Cells coloured by class:
The bar under the picture is 100 µm long. Fill, decap, tap and diode cells in grey.
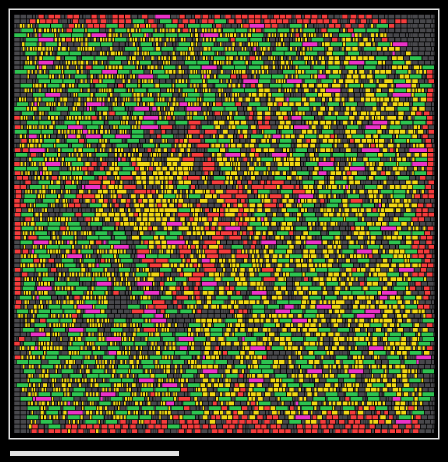
The metal 4 layer:
The bar under the picture is 100 µm long.
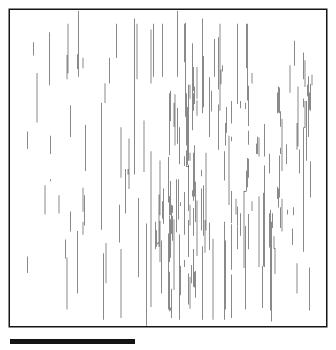
Logic cells by family:
The bar under the picture is 100 µm long.
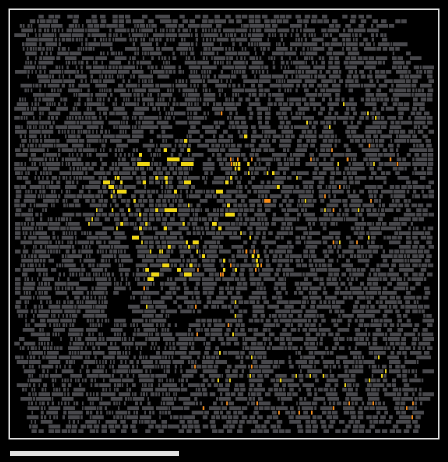
Cell outlines without signal wires:
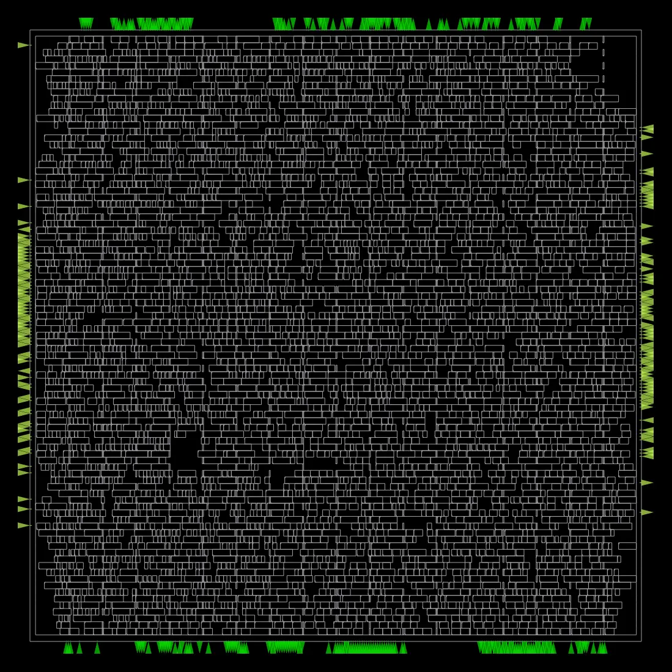
Wiring by layer:
The bar under the picture is 100 µm long.
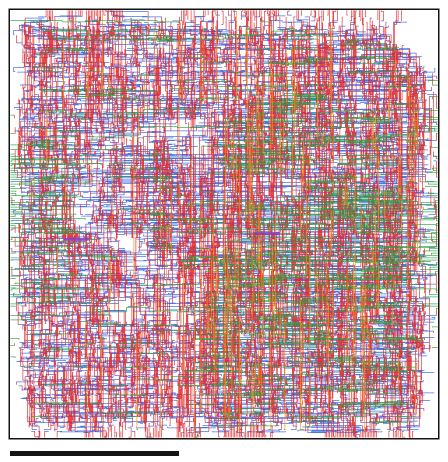
[src/rtl/branch_rs_if.sv]
// Dispatch, result-broadcast and issue signals of the branch reservation station.
// The slave side belongs to the station; the master side to its environment.
interface branch_rs_if #(
    parameter int TAG_W  = 4,
    parameter int DATA_W = 32,
    parameter int ADDR_W = 32,
    parameter int OP_W   = 6
);
    logic              disEn;
    logic [OP_W-1:0]   disOp;
    logic [DATA_W-1:0] disImm;
    logic [ADDR_W-1:0] disPC;
    logic [1:0]        disBNum;
    logic              disPred;
    logic [TAG_W-1:0]  disTagO;
    logic [TAG_W-1:0]  disTagT;
    logic [DATA_W-1:0] disValO;
    logic [DATA_W-1:0] disValT;
    logic              aluCdbEn;
    logic [TAG_W-1:0]  aluCdbTag;
    logic [DATA_W-1:0] aluCdbData;
    logic              lsCdbEn;
    logic [TAG_W-1:0]  lsCdbTag;
    logic [DATA_W-1:0] lsCdbData;
    logic              flush;
    logic              rsFull;
    logic              BranchWorkEn;
    logic [DATA_W-1:0] operandO;
    logic [DATA_W-1:0] operandT;
    logic [OP_W-1:0]   opCode;
    logic [DATA_W-1:0] imm;
    logic [ADDR_W-1:0] PC;
    logic [1:0]        bNum;
    logic              pred;

    modport slave (
        input  disEn, disOp, disImm, disPC, disBNum, disPred,
               disTagO, disTagT, disValO, disValT,
               aluCdbEn, aluCdbTag, aluCdbData,
               lsCdbEn, lsCdbTag, lsCdbData, flush,
        output rsFull, BranchWorkEn, operandO, operandT, opCode, imm, PC, bNum, pred
    );

    modport master (
        output disEn, disOp, disImm, disPC, disBNum, disPred,
               disTagO, disTagT, disValO, disValT,
               aluCdbEn, aluCdbTag, aluCdbData,
               lsCdbEn, lsCdbTag, lsCdbData, flush,
        input  rsFull, BranchWorkEn, operandO, operandT, opCode, imm, PC, bNum, pred
    );
endinterface

[src/rtl/branch_rs.sv]
// Branch reservation station: buffers dispatched branches, wakes operands from the
// ALU and load/store result buses, and issues the lowest-index ready entry per cycle.
module branch_rs #(
    parameter int ENTRIES = 4,
    parameter int TAG_W   = 4,
    parameter int DATA_W  = 32,
    parameter int ADDR_W  = 32,
    parameter int OP_W    = 6
) (
    input  logic         clk,
    input  logic         rst,
    branch_rs_if.slave   bus
);
    localparam int IDX_W = (ENTRIES > 1) ? $clog2(ENTRIES) : 1;

    typedef struct packed {
        logic              valid;
        logic [OP_W-1:0]   op;
        logic [DATA_W-1:0] imm;
        logic [ADDR_W-1:0] pc;
        logic [1:0]        bnum;
        logic              pred;
        logic [TAG_W-1:0]  tag_o;
        logic [DATA_W-1:0] val_o;
        logic [TAG_W-1:0]  tag_t;
        logic [DATA_W-1:0] val_t;
    } entry_t;

    typedef struct packed {
        logic              work_en;
        logic [DATA_W-1:0] operand_o;
        logic [DATA_W-1:0] operand_t;
        logic [OP_W-1:0]   op;
        logic [DATA_W-1:0] imm;
        logic [ADDR_W-1:0] pc;
        logic [1:0]        bnum;
        logic              pred;
    } issue_t;

    entry_t           ent_q [ENTRIES];
    entry_t           ent_d [ENTRIES];
    issue_t           iss_q;
    issue_t           iss_d;
    logic             rs_full;
    logic             iss_found;
    logic             disp_found;
    logic [IDX_W-1:0] iss_idx;
    logic [IDX_W-1:0] disp_idx;

    // Returns {tag, value}; a pending tag matching a broadcast resolves to tag 0, ALU first.
    function automatic logic [TAG_W+DATA_W-1:0] snoop(
        input logic [TAG_W-1:0]  tag,
        input logic [DATA_W-1:0] val,
        input logic              alu_en,
        input logic [TAG_W-1:0]  alu_tag,
        input logic [DATA_W-1:0] alu_data,
        input logic              ls_en,
        input logic [TAG_W-1:0]  ls_tag,
        input logic [DATA_W-1:0] ls_data
    );
        snoop = {tag, val};
        if (tag != '0) begin
            if (alu_en && (tag == alu_tag)) begin
                snoop = {{TAG_W{1'b0}}, alu_data};
            end else if (ls_en && (tag == ls_tag)) begin
                snoop = {{TAG_W{1'b0}}, ls_data};
            end
        end
    endfunction

    always_comb begin
        ent_d         = ent_q;
        iss_d         = iss_q;
        iss_d.work_en = 1'b0;
        rs_full       = 1'b1;
        iss_found     = 1'b0;
        iss_idx       = '0;
        disp_found    = 1'b0;
        disp_idx      = '0;

        for (int unsigned i = 0; i < ENTRIES; i++) begin
            if (!ent_q[i].valid) begin
                rs_full = 1'b0;
            end
            if (!iss_found && ent_q[i].valid && (ent_q[i].tag_o == '0) && (ent_q[i].tag_t == '0)) begin
                iss_found = 1'b1;
                iss_idx   = IDX_W'(i);
            end
            if (!disp_found && !ent_q[i].valid) begin
                disp_found = 1'b1;
                disp_idx   = IDX_W'(i);
            end
        end

        if (iss_found) begin
            iss_d.work_en   = 1'b1;
            iss_d.operand_o = ent_q[iss_idx].val_o;
            iss_d.operand_t = ent_q[iss_idx].val_t;
            iss_d.op        = ent_q[iss_idx].op;
            iss_d.imm       = ent_q[iss_idx].imm;
            iss_d.pc        = ent_q[iss_idx].pc;
            iss_d.bnum      = ent_q[iss_idx].bnum;
            iss_d.pred      = ent_q[iss_idx].pred;
            ent_d[iss_idx].valid = 1'b0;
        end

        for (int unsigned i = 0; i < ENTRIES; i++) begin
            if (ent_q[i].valid) begin
                {ent_d[i].tag_o, ent_d[i].val_o} = snoop(ent_q[i].tag_o, ent_q[i].val_o,
                    bus.aluCdbEn, bus.aluCdbTag, bus.aluCdbData, bus.lsCdbEn, bus.lsCdbTag, bus.lsCdbData);
                {ent_d[i].tag_t, ent_d[i].val_t} = snoop(ent_q[i].tag_t, ent_q[i].val_t,
                    bus.aluCdbEn, bus.aluCdbTag, bus.aluCdbData, bus.lsCdbEn, bus.lsCdbTag, bus.lsCdbData);
            end
        end

        // The slot chosen from the pre-edge valid bits is never the one issuing this edge.
        if (bus.disEn && disp_found) begin
            ent_d[disp_idx].valid = 1'b1;
            ent_d[disp_idx].op    = bus.disOp;
            ent_d[disp_idx].imm   = bus.disImm;
            ent_d[disp_idx].pc    = bus.disPC;
            ent_d[disp_idx].bnum  = bus.disBNum;
            ent_d[disp_idx].pred  = bus.disPred;
            {ent_d[disp_idx].tag_o, ent_d[disp_idx].val_o} = snoop(bus.disTagO, bus.disValO,
                bus.aluCdbEn, bus.aluCdbTag, bus.aluCdbData, bus.lsCdbEn, bus.lsCdbTag, bus.lsCdbData);
            {ent_d[disp_idx].tag_t, ent_d[disp_idx].val_t} = snoop(bus.disTagT, bus.disValT,
                bus.aluCdbEn, bus.aluCdbTag, bus.aluCdbData, bus.lsCdbEn, bus.lsCdbTag, bus.lsCdbData);
        end

        if (bus.flush) begin
            for (int unsigned i = 0; i < ENTRIES; i++) begin
                ent_d[i].valid = 1'b0;
            end
            iss_d         = iss_q;
            iss_d.work_en = 1'b0;
        end
    end

    always_ff @(posedge clk) begin
        if (!rst) begin
            for (int unsigned i = 0; i < ENTRIES; i++) begin
                ent_q[i] <= '0;
            end
            iss_q <= '0;
        end else begin
            ent_q <= ent_d;
            iss_q <= iss_d;
        end
    end

    assign bus.rsFull       = rs_full;
    assign bus.BranchWorkEn = iss_q.work_en;
    assign bus.operandO     = iss_q.operand_o;
    assign bus.operandT     = iss_q.operand_t;
    assign bus.opCode       = iss_q.op;
    assign bus.imm          = iss_q.imm;
    assign bus.PC           = iss_q.pc;
    assign bus.bNum         = iss_q.bnum;
    assign bus.pred         = iss_q.pred;
endmodule

[src/flat_wrapper.sv]
// flat-port wrapper written by rule: the top's interface ports become plain ports
module branch_rs_flat 
#(
    parameter int ENTRIES = 4,
    parameter int TAG_W   = 4,
    parameter int DATA_W  = 32,
    parameter int ADDR_W  = 32,
    parameter int OP_W    = 6
)
  (clk, rst, bus_disEn, bus_disOp, bus_disImm, bus_disPC, bus_disBNum, bus_disPred, bus_disTagO, bus_disTagT, bus_disValO, bus_disValT, bus_aluCdbEn, bus_aluCdbTag, bus_aluCdbData, bus_lsCdbEn, bus_lsCdbTag, bus_lsCdbData, bus_flush, bus_rsFull, bus_BranchWorkEn, bus_operandO, bus_operandT, bus_opCode, bus_imm, bus_PC, bus_bNum, bus_pred);
  branch_rs_if #(.TAG_W(TAG_W), .DATA_W(DATA_W), .ADDR_W(ADDR_W), .OP_W(OP_W)) bus_i ();
  input  logic clk;
  input  logic rst;
  input wire logic [$bits(bus_i.disEn)-1:0] bus_disEn;
  input wire logic [$bits(bus_i.disOp)-1:0] bus_disOp;
  input wire logic [$bits(bus_i.disImm)-1:0] bus_disImm;
  input wire logic [$bits(bus_i.disPC)-1:0] bus_disPC;
  input wire logic [$bits(bus_i.disBNum)-1:0] bus_disBNum;
  input wire logic [$bits(bus_i.disPred)-1:0] bus_disPred;
  input wire logic [$bits(bus_i.disTagO)-1:0] bus_disTagO;
  input wire logic [$bits(bus_i.disTagT)-1:0] bus_disTagT;
  input wire logic [$bits(bus_i.disValO)-1:0] bus_disValO;
  input wire logic [$bits(bus_i.disValT)-1:0] bus_disValT;
  input wire logic [$bits(bus_i.aluCdbEn)-1:0] bus_aluCdbEn;
  input wire logic [$bits(bus_i.aluCdbTag)-1:0] bus_aluCdbTag;
  input wire logic [$bits(bus_i.aluCdbData)-1:0] bus_aluCdbData;
  input wire logic [$bits(bus_i.lsCdbEn)-1:0] bus_lsCdbEn;
  input wire logic [$bits(bus_i.lsCdbTag)-1:0] bus_lsCdbTag;
  input wire logic [$bits(bus_i.lsCdbData)-1:0] bus_lsCdbData;
  input wire logic [$bits(bus_i.flush)-1:0] bus_flush;
  output wire logic [$bits(bus_i.rsFull)-1:0] bus_rsFull;
  output wire logic [$bits(bus_i.BranchWorkEn)-1:0] bus_BranchWorkEn;
  output wire logic [$bits(bus_i.operandO)-1:0] bus_operandO;
  output wire logic [$bits(bus_i.operandT)-1:0] bus_operandT;
  output wire logic [$bits(bus_i.opCode)-1:0] bus_opCode;
  output wire logic [$bits(bus_i.imm)-1:0] bus_imm;
  output wire logic [$bits(bus_i.PC)-1:0] bus_PC;
  output wire logic [$bits(bus_i.bNum)-1:0] bus_bNum;
  output wire logic [$bits(bus_i.pred)-1:0] bus_pred;
  assign bus_i.disEn = bus_disEn;
  assign bus_i.disOp = bus_disOp;
  assign bus_i.disImm = bus_disImm;
  assign bus_i.disPC = bus_disPC;
  assign bus_i.disBNum = bus_disBNum;
  assign bus_i.disPred = bus_disPred;
  assign bus_i.disTagO = bus_disTagO;
  assign bus_i.disTagT = bus_disTagT;
  assign bus_i.disValO = bus_disValO;
  assign bus_i.disValT = bus_disValT;
  assign bus_i.aluCdbEn = bus_aluCdbEn;
  assign bus_i.aluCdbTag = bus_aluCdbTag;
  assign bus_i.aluCdbData = bus_aluCdbData;
  assign bus_i.lsCdbEn = bus_lsCdbEn;
  assign bus_i.lsCdbTag = bus_lsCdbTag;
  assign bus_i.lsCdbData = bus_lsCdbData;
  assign bus_i.flush = bus_flush;
  assign bus_rsFull = bus_i.rsFull;
  assign bus_BranchWorkEn = bus_i.BranchWorkEn;
  assign bus_operandO = bus_i.operandO;
  assign bus_operandT = bus_i.operandT;
  assign bus_opCode = bus_i.opCode;
  assign bus_imm = bus_i.imm;
  assign bus_PC = bus_i.PC;
  assign bus_bNum = bus_i.bNum;
  assign bus_pred = bus_i.pred;
  branch_rs #(.ENTRIES(ENTRIES), .TAG_W(TAG_W), .DATA_W(DATA_W), .ADDR_W(ADDR_W), .OP_W(OP_W)) u_core (.clk(clk), .rst(rst), .bus(bus_i));
endmodule
[config.mk]
export PLATFORM = sky130hd
export DESIGN_NAME = branch_rs_flat
export DESIGN_NICKNAME = d
export VERILOG_FILES = /design/src/rtl/branch_rs_if.sv /design/src/rtl/branch_rs.sv /design/src/flat_wrapper.sv
export SDC_FILE = /design/constraint.sdc
export NUM_CORES = 2
export LEC_CHECK = 0
export ABC_CLOCK_PERIOD_IN_PS = 3000
export CAP_MARGIN = 20
export CORE_MARGIN = 2
export CORE_UTILIZATION = 55
export CTS_CLUSTER_DIAMETER = 200
export DETAILED_ROUTE_END_ITERATION = 8
export HOLD_SLACK_MARGIN = 0.15
export PLACE_DENSITY_LB_ADDON = 0.05
export SETUP_SLACK_MARGIN = 0.15
export SYNTH_ARGS = -nofsm -noshare
export SYNTH_HDL_FRONTEND = slang
export SYNTH_SLANG_ARGS = --single-unit
[constraint.sdc]
create_clock -name clk -period 3 [get_ports clk]
set_input_delay 0.45 -clock clk [delete_from_list [all_inputs] [get_ports clk]]
set_output_delay 0.45 -clock clk [all_outputs]
set_load 0.05 [all_outputs]
==> run_summary.xml <==
<?xml version="1.0" encoding="UTF-8"?>
<metrics>
  <group name="setup_path">
    <metric name="critical_path.reg2reg.startpoint" unit="">u_core.ent_q[32]</metric>
    <metric name="worst_reg2reg_path_length_in_cells" unit="">8</metric>
    <metric name="cp_max_fo" unit="">47</metric>
  </group>
  <group name="min_path">
    <metric name="worstHoldStart" unit="">bus_flush</metric>
    <metric name="min_to" unit="">u_core.bus.bNum[0]</metric>
  </group>
  <group name="synthesis">
    <metric name="post_synth_num_cell_types" unit="">67</metric>
    <metric name="netlist.top_cell.by_area" unit="">dfxtp_1</metric>
    <metric name="post_synth_main_area_contributors" unit="">dfxtp_1 42%, a21oi_1 8.7%, nand2_1 8.5%</metric>
    <metric name="synth.top_cell.area_share" unit="%">42.5</metric>
    <metric name="netlist_top_cells_count" unit="">774 x nand2_1, 722 x dfxtp_1, 589 x a21oi_1</metric>
    <metric name="enable_flop_cells" unit="">0</metric>
  </group>
  <group name="global_route">
    <metric name="vias_in_the_first_global_route" unit="">33700</metric>
    <metric name="global_route_congestion_overflow_total" unit="">0</metric>
    <metric name="pin_count_of_the_biggest_net_entering_global_routing" unit="">153</metric>
  </group>
  <group name="clocking">
    <metric name="clk_path_buf_depth" unit="">3</metric>
    <metric name="cts_hold_buffers" unit="">0</metric>
  </group>
  <group name="final_timing">
    <metric name="setup_viol" unit="">0</metric>
    <metric name="timing.final.hold_violations" unit="">0</metric>
  </group>
  <group name="power_and_ir_drop">
    <metric name="total_power" unit="mW">22.7</metric>
  </group>
  <group name="run">
    <metric name="tool_warnings" unit="">35</metric>
  </group>
  <group name="outcome">
    <metric name="run_status" unit="">completed</metric>
  </group>
  <group name="route">
    <metric name="remaining_number_of_nets_flagged_by_the_antenna_check_after_routing" unit="">0</metric>
  </group>
  <group name="die">
    <metric name="die-area" unit="µm²">63900</metric>
  </group>
</metrics>
Notes on 'cells coloured by class' above:
class	colour	cells
other buffers and delay cells	red	579
clock drivers and dummy loads	magenta	137
flip-flops	green	722
all other logic	yellow	2924
post-route design area: 41900 µm²
proportion of cell area occupied by registers: 34.5%
Core Util, Final: 68.1%
number of cell rows: 91

Notes on 'the metal 4 layer' above:
main direction	vertical
share of all routed wire	4.8%
nets with wire on the layer	128
wire length on this layer	6370 µm
via count of the routed design: 35400
final wirelength: 132000 µm

Notes on 'logic cells by family' above:
family	colour	cells
inverters	orange	44
NOR gates	yellow	113
Comb area share: 42.3%
tally of non-filler cells in the final layout: 5156
most frequent logic cell in the layout: nand2_1

Notes on 'cell outlines without signal wires' above:
filler cell count: 5186
Flop Count: 722

Notes on 'wiring by layer' above:
layer	colour	wire length
met3	green	15900 µm
met1	blue	51.8 mm
met2	red	58.4 mm
met5	purple	26.7 µm
met4	orange	6370 µm
overall routing resource usage: 40.2%
Routed wire per std cell: 25.7 µm

[cell usage in the layout, fill, tap and decap left out, drive strengths merged, types with 4 or more instances in the layout]
cell type      netlist  routed
a21oi              591     591
a221oi             233     233
a222oi              27      27
a22o                 8       8
a31oi              144     144
a32o                 4       4
a32oi                8       8
and2                 7       7
and3                27      27
buf                111     220
clkbuf             367     112
clkdlybuf4s50        0     358
clkinv               0      19
dfxtp              722     722
diode                0       4
inv                 44      46
mux2i              151     151
nand2              774     774
nand2b              26      26
nand3               30      30
nand3b              12      12
nor2                59      59
nor2b                7       7
nor3                25      25
nor4                19      19
o21a               137     137
o21ai              170     170
o221ai             235     235
o22a                27      27
o22ai               42      42
o31ai                4       4
o32ai                4       4
or2                  4       4
xnor2               35      35
xor2                45      45
[final cells by class]
cell class	instances	area, µm²
fillers	5186	19600
multi-input cells	2880	17700
flip-flops and latches	722	14500
repair buffers	579	5980
clock buffers	112	2220
well taps	790	988
clock inverters	25	319
inverters	44	173
diodes	4	10.0
[through the flow]
stage          area [µm²]  setup slack, ps
3_3_place_gp        39300            -75.1
3_5_place_dp        39300            -81.2
4_1_cts             41900              366
2_1_floorplan       34000              635
5_1_grt             41900              203
6_report            41900              314
[power breakdown]
| part | leakage, nW | switching (mW) | internal (mW) | total (mW) |
|---|---|---|---|---|
| clock network | 1.25 | 4.17 | 5.46 | 9.63 |
| logic | 7.11 | 1.83 | 1.16 | 2.99 |
| registers | 5.86 | 0.215 | 9.89 | 10.1 |
| total | 14.2 | 6.22 | 16.5 | 22.7 |
[how the worst max path moves through the flow]
| stage | end | slack, ps | from |
|---|---|---|---|
| floorplan | u_core.ent_q[483] | 640 | bus_disTagO[1] |
| global placement | u_core.ent_q[300] | -80 | bus_disTagT[3] |
| detailed placement | u_core.ent_q[447] | -80 | bus_disTagT[3] |
| CTS | bus_rsFull | 370 | u_core.ent_q[437] |
| global route | u_core.bus.imm[8] | 200 | u_core.ent_q[32] |
| finish | u_core.bus.imm[3] | 310 | u_core.ent_q[32] |
[registers in the layout, summed over array words and instances, names as in the netlist]
signal                   cells
u_core.bus.bNum              2
u_core.bus.operandT         32
u_core.bus.imm              32
u_core.bus.pred              1
u_core.bus.PC               32
u_core.ent_q               584
u_core.bus.opCode            6
u_core.bus.operandO         32
u_core.bus.BranchWorkEn      1
[cells by family (layout without fill, tap and decap cells)]
family / count (synthesis) / count (layout) / synth area share, %
multiplexers: 152 / 152 / 4.47
AND/OR/NAND/NOR: 1005 / 1005 / 12.5
other: 0 / 4 / 0
buffers and inverters: 522 / 760 / 6.06
flip-flops: 722 / 722 / 42.5
AND-OR/OR-AND: 1643 / 1643 / 32.5
XOR/XNOR: 80 / 80 / 2.06
[layer usage]
metal | part of all wire, % | up-vias | global-route usage (%)
met1 | 39 | 16800 | 52.9
met2 | 44 | 2492 | 62.0
met5 | 0.020 | - | 0
li1 | - | 15600 | -
met3 | 12 | 462 | 9.78
met4 | 4.8 | 4 | 19.3
[critical path: stages, from the launching register on]
cell and delay (ps):
dfxtp_1 370, nor4_1 690, nand3_4 250, buf_4 340, nand3_1 170, nand2_4 80
buf_4 350, nand2_1 160, a31oi_1 90
Power figures rest on the tool's default switching activity, not on a simulated workload.
